==> config.mk <==
export PLATFORM = sky130hd
export DESIGN_NAME = serial_adder
export DESIGN_NICKNAME = d
export VERILOG_FILES = /design/src/rtl/serial_adder_pkg.sv /design/src/rtl/serial_adder_full_adder.sv /design/src/rtl/serial_adder.sv
export SDC_FILE = /design/constraint.sdc
export NUM_CORES = 1
export LEC_CHECK = 0
export ABC_AREA = 1
export CAP_MARGIN = 5
export CORE_MARGIN = 2
export CORE_UTILIZATION = 35
export CTS_BUF_LIST = sky130_fd_sc_hd__clkbuf_4 sky130_fd_sc_hd__clkbuf_8 sky130_fd_sc_hd__clkbuf_16
export DETAILED_ROUTE_END_ITERATION = 8
export GPL_ROUTABILITY_DRIVEN = 0
export RECOVER_POWER = 25
export SYNTH_ARGS = -nofsm -noshare
export SYNTH_HDL_FRONTEND = slang
export SYNTH_SLANG_ARGS = --single-unit
==> constraint.sdc <==
create_clock -name clk -period 1.55 [get_ports clk]
set_clock_uncertainty 0.1 [all_clocks]
set_input_delay 0.31 -clock clk [delete_from_list [all_inputs] [get_ports clk]]
set_output_delay 0.31 -clock clk [all_outputs]
set_load 0.03 [all_outputs]
==> images/placement.png <==
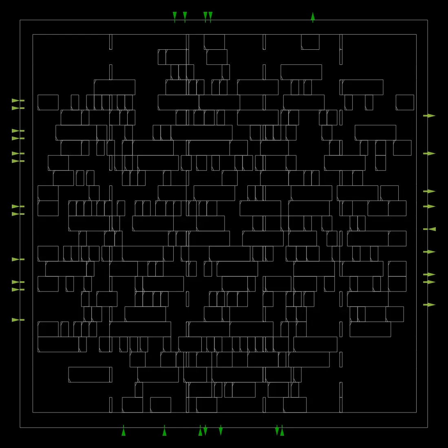
fillers: 500
core region area: 0.004692 sq mm
final standard cell count with taps included and fillers excluded: 323

==> images/wires.png <==
(6 px per um) Only two layers are drawn.
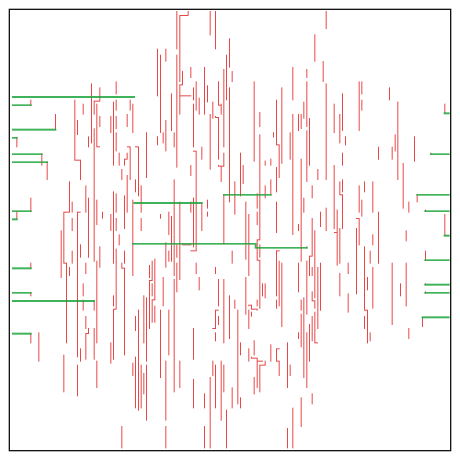
| layer | colour | wire length |
|---|---|---|
| metal 2 | red | 1630 um |
| metal 3 | green | 146 um |
Global Route Usage Sum: 14.90%
via count: 1505
wire length after detailed routing: 3499 um
per-cell routed wire length: 10.83 um

==> images/io_fan.png <==
(4 px per um)
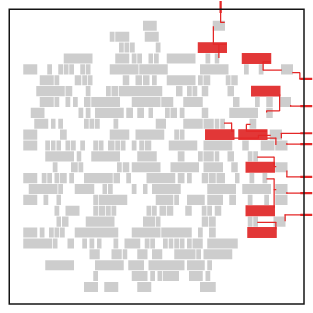
| port | colour | bits | direction | edge | end cells | buffers | wire |
|---|---|---|---|---|---|---|---|
| `sum` | red | 8 | output | 7 right, 1 top | 8 | 8 | 113 um |
tally of buffers added on design ports: 32
I/O pin count: 33

==> images/sizes.png <==
(6 px per um)
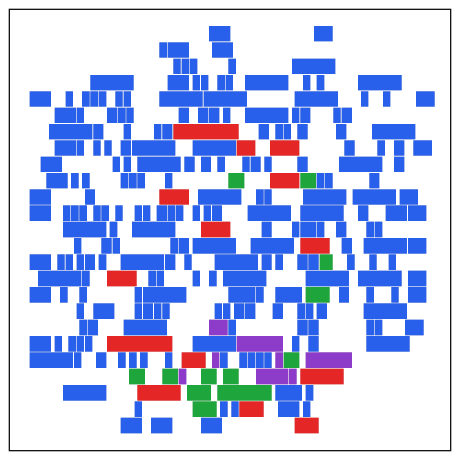
| size | colour | cells |
|---|---|---|
| _6 and larger | red | 14 |
| _3 and _4 cells | green | 12 |
| _2 cells | purple | 8 |
| _0 and _1 cells | blue | 235 |
Worst Slack Setup Final: 0.05969 ns
post-route cell area: 0.002232 sq mm
Area Overhead vs Synth: 32.74%

==> images/io_placement.png <==
(6 px per um) Pins as bars across the die edge, other pins in grey.
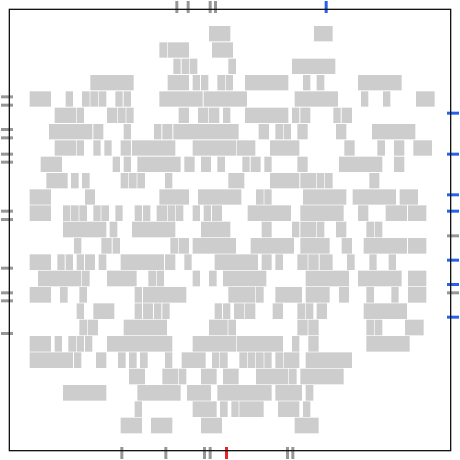
| port | colour | pins | direction | edge |
|---|---|---|---|---|
| `busy` | red | 1 | output | bottom |
| `sum` | blue | 8 | output | 7 right, 1 top |
all pins by edge: 12 left, 9 right, 7 bottom, 5 top
Die Y: 73.32 um
die boundary width: 73.32 um

==> results.rst <==
Synthesis and place-and-route
=============================

.. list-table::
   :header-rows: 1

   * - Metric
     - Value
   * - Crit path buffers/inverters
     - 2
   * - Multi-input combinational gate total
     - 170
   * - Placement Rows
     - 25
   * - Vias in the first global route
     - 1441
   * - Total area of multi-input combinational cells
     - 800.8 sq um
   * - Share of synthesized area occupied by flip-flops and latches
     - 45.24%
   * - Kind of end point of the critical path
     - primary output
   * - Maximum vdd drop
     - 0.6533 mV
   * - DRC violation count after routing
     - 0
   * - Measured slew at the worst slew-check pin
     - 0.3482 ns
   * - Count of flip-flops with a built-in enable after synthesis
     - 0
   * - Power per Cell Area
     - 1214 mW/mm^2
   * - Post-synthesis cell type with the largest combined area
     - dfxtp_1
   * - Cell area leaders
     - dfxtp_1, nand2_1, nor2_1
   * - Comb pwr share
     - 20.6%
   * - Combinational gate power
     - 559 uW
   * - P_clk
     - 1.04 mW
   * - Unrepaired setup endpoints after global routing
     - false
   * - Maximum achievable frequency
     - 671.0 MHz
   * - Synthesized-area fraction occupied by and/or/nand/nor cells
     - 29.24%
   * - Largest area class, layout
     - multi-input combinational cells
   * - Clk_lat worst skew
     - 0.29 ns
   * - Setup Viol. Count Final
     - 0
   * - Share of cell area taken by multi-input logic gates
     - 35.87%
   * - Total design power
     - 2.709 mW
   * - Delay of the slowest cell on the worst path
     - 0.33 ns
   * - Well tap count
     - 54
   * - Final hold slack
     - 0.3560 ns
   * - Number of nets in the synthesized netlist
     - 260
   * - Most popular library cell in the synthesized design by count
     - nand2_1
   * - Final cell utilization of the core
     - 47.57%
   * - Number of warnings printed during yosys synthesis
     - 0
   * - Number of nets with antenna violations after detailed routing
     - 0
   * - DR pass1 iterations
     - 4
   * - Maximum fanout along the worst path
     - 2
   * - Chip area
     - 0.005375 sq mm
   * - Synthesized instance count
     - 233
   * - Clock-pin transition on the worst setup and hold timing paths
     - 0.08 ns
   * - Non-clock inverter count
     - 12
   * - Required arrival time at the worst endpoint
     - 1.14 ns
   * - Final tally of max-slew violations
     - 0
   * - Worst slew margin relative to its limit
     - 76.76%
   * - Number of sinks driven by the clock tree
     - 38
   * - Synth top cells by count
     - nand2_1, nor2_1, dfxtp_1
   * - Run status
     - finished clean
   * - Clk tree area frac
     - 6.390%
   * - Post-cts gate resize count
     - 11
   * - Most instantiated flip-flop cell in the synthesis netlist
     - dfxtp_1
   * - Tool Warnings
     - 28
   * - Count of state elements after synthesis
     - 38
   * - Xor and xnor fraction of the mapped netlist area
     - 0%
   * - Fin. Hold Viols
     - 0
   * - Worst path slowest cell
     - dfxtp_2
   * - Synthesized chip area reported by yosys
     - 0.001682 sq mm
   * - Fin Setup TNS
     - 0 ns
   * - Ratio of routed vias to standard cells
     - 4.659
   * - Worst setup SP type
     - flip-flop
   * - Wire length of the first global-routing pass
     - 6251 um
   * - Clock tree buffer depth
     - 2
   * - Diodes inserted
     - 0
   * - Overflow after GRT
     - 0
   * - Seq. cell area
     - 763.2 sq um
   * - Area fraction in mux cells
     - 0%
   * - Non-clock buffers
     - 41
   * - Comb area leader
     - simple AND/OR/NAND/NOR gates
   * - Distinct cells, synth
     - 19
   * - Proportion of cell area occupied by registers
     - 34.19%
   * - Clock buffer count from CTS
     - 5
   * - Internal reg-to-reg setup slack
     - 0.13 ns
   * - Share of synthesized registers carrying an async set or reset
     - 0%
   * - Crit path time final
     - 1.490 ns
   * - Post-layout nets
     - 295
   * - Switching power of the nets
     - 716.6 uW
   * - Post-Synth Adder-Cell Area
     - 4.911%
   * - Seq. pwr
     - 1.11 mW
   * - Mapped Area
     - 0.001682 sq mm
   * - Number of buffers added to fix hold violations after cts
     - 0
   * - Ao+oa area frac
     - 12.57%
   * - Sequential share of power
     - 40.9%
   * - Seq_cells
     - 38
   * - Layout cell share with drive strength beyond 1
     - 12.64%
   * - Kind of path behind the tightest hold check
     - flip-flop to flip-flop
   * - Share of the core filled by cells before placement
     - 35.84%
   * - Placement Setup Slack
     - 0.006257 ns
   * - Stages on worst setup path
     - 3
   * - CTS tree
     - yes
   * - Clock buffer count in the final layout
     - 6
   * - Share of Yosys cell area claimed by the top area cell type
     - 45.24%
   * - Sw Ratio
     - 26.45%
   * - Crit path arrival time
     - 1.08 ns
   * - DR iter-0 viols
     - 67
   * - Half-perimeter wire length after detailed placement
     - 2377 um
   * - Post-layout period usage
     - 96.15%
   * - Clock root buffer master
     - clkbuf_8
   * - Pin count of the biggest net entering global routing
     - 27
   * - Cell-by-cell trace of the critical path
     - buf_4, ha_1, buf_6
   * - Post-synthesis average cell area
     - 7.217 sq um
   * - Buffering overhead
     - 18.16%
   * - Leakage power
     - 1.032 nW
   * - Cells after DPL
     - 315
   * - Cell-internal power
     - 1.992 mW
   * - Top Family by Delay on Critical Path
     - flip-flops
   * - Antenna violations before repair
     - 0
   * - CTS H-tree depth
     - 2
   * - Dominant power group
     - registers
   * - Type of the setup path with the least slack
     - flip-flop to primary output
   * - Reg2Reg Depth
     - 9
   * - Post-CTS setup buffer count
     - 0
   * - Number of standard cells reported by yosys
     - 233
   * - Clock Power Share
     - 38.4%
   * - Instance area after placement
     - 0.002069 sq mm
   * - Max-capacitance violation count
     - 0
   * - Hold Path Cell Cnt
     - 2
## cell usage in the layout (no fill, tap or decap), drive strengths merged, types with 2 or more instances in the layout
master / Yosys / routed
nor2: 48 / 48
clkbuf: 3 / 6
o21ai: 26 / 26
bufinv: 0 / 2
nand2: 69 / 69
buf: 10 / 12
inv: 12 / 12
clkdlybuf4s50: 0 / 19
dfxtp: 38 / 38
nand3: 6 / 6
a21oi: 14 / 14
ha: 5 / 5
dlygate4sd2: 0 / 9
## layer usage
layer	vias to the layer above	part of all wire, %	track usage (%)
li1	801	-	-
met1	676	49	18.34
met2	26	47	24.92
met3	2	4.2	5.350
met4	0	0.49	3.636
met5	-	0	0
Power is estimated from default activity; no workload was simulated.
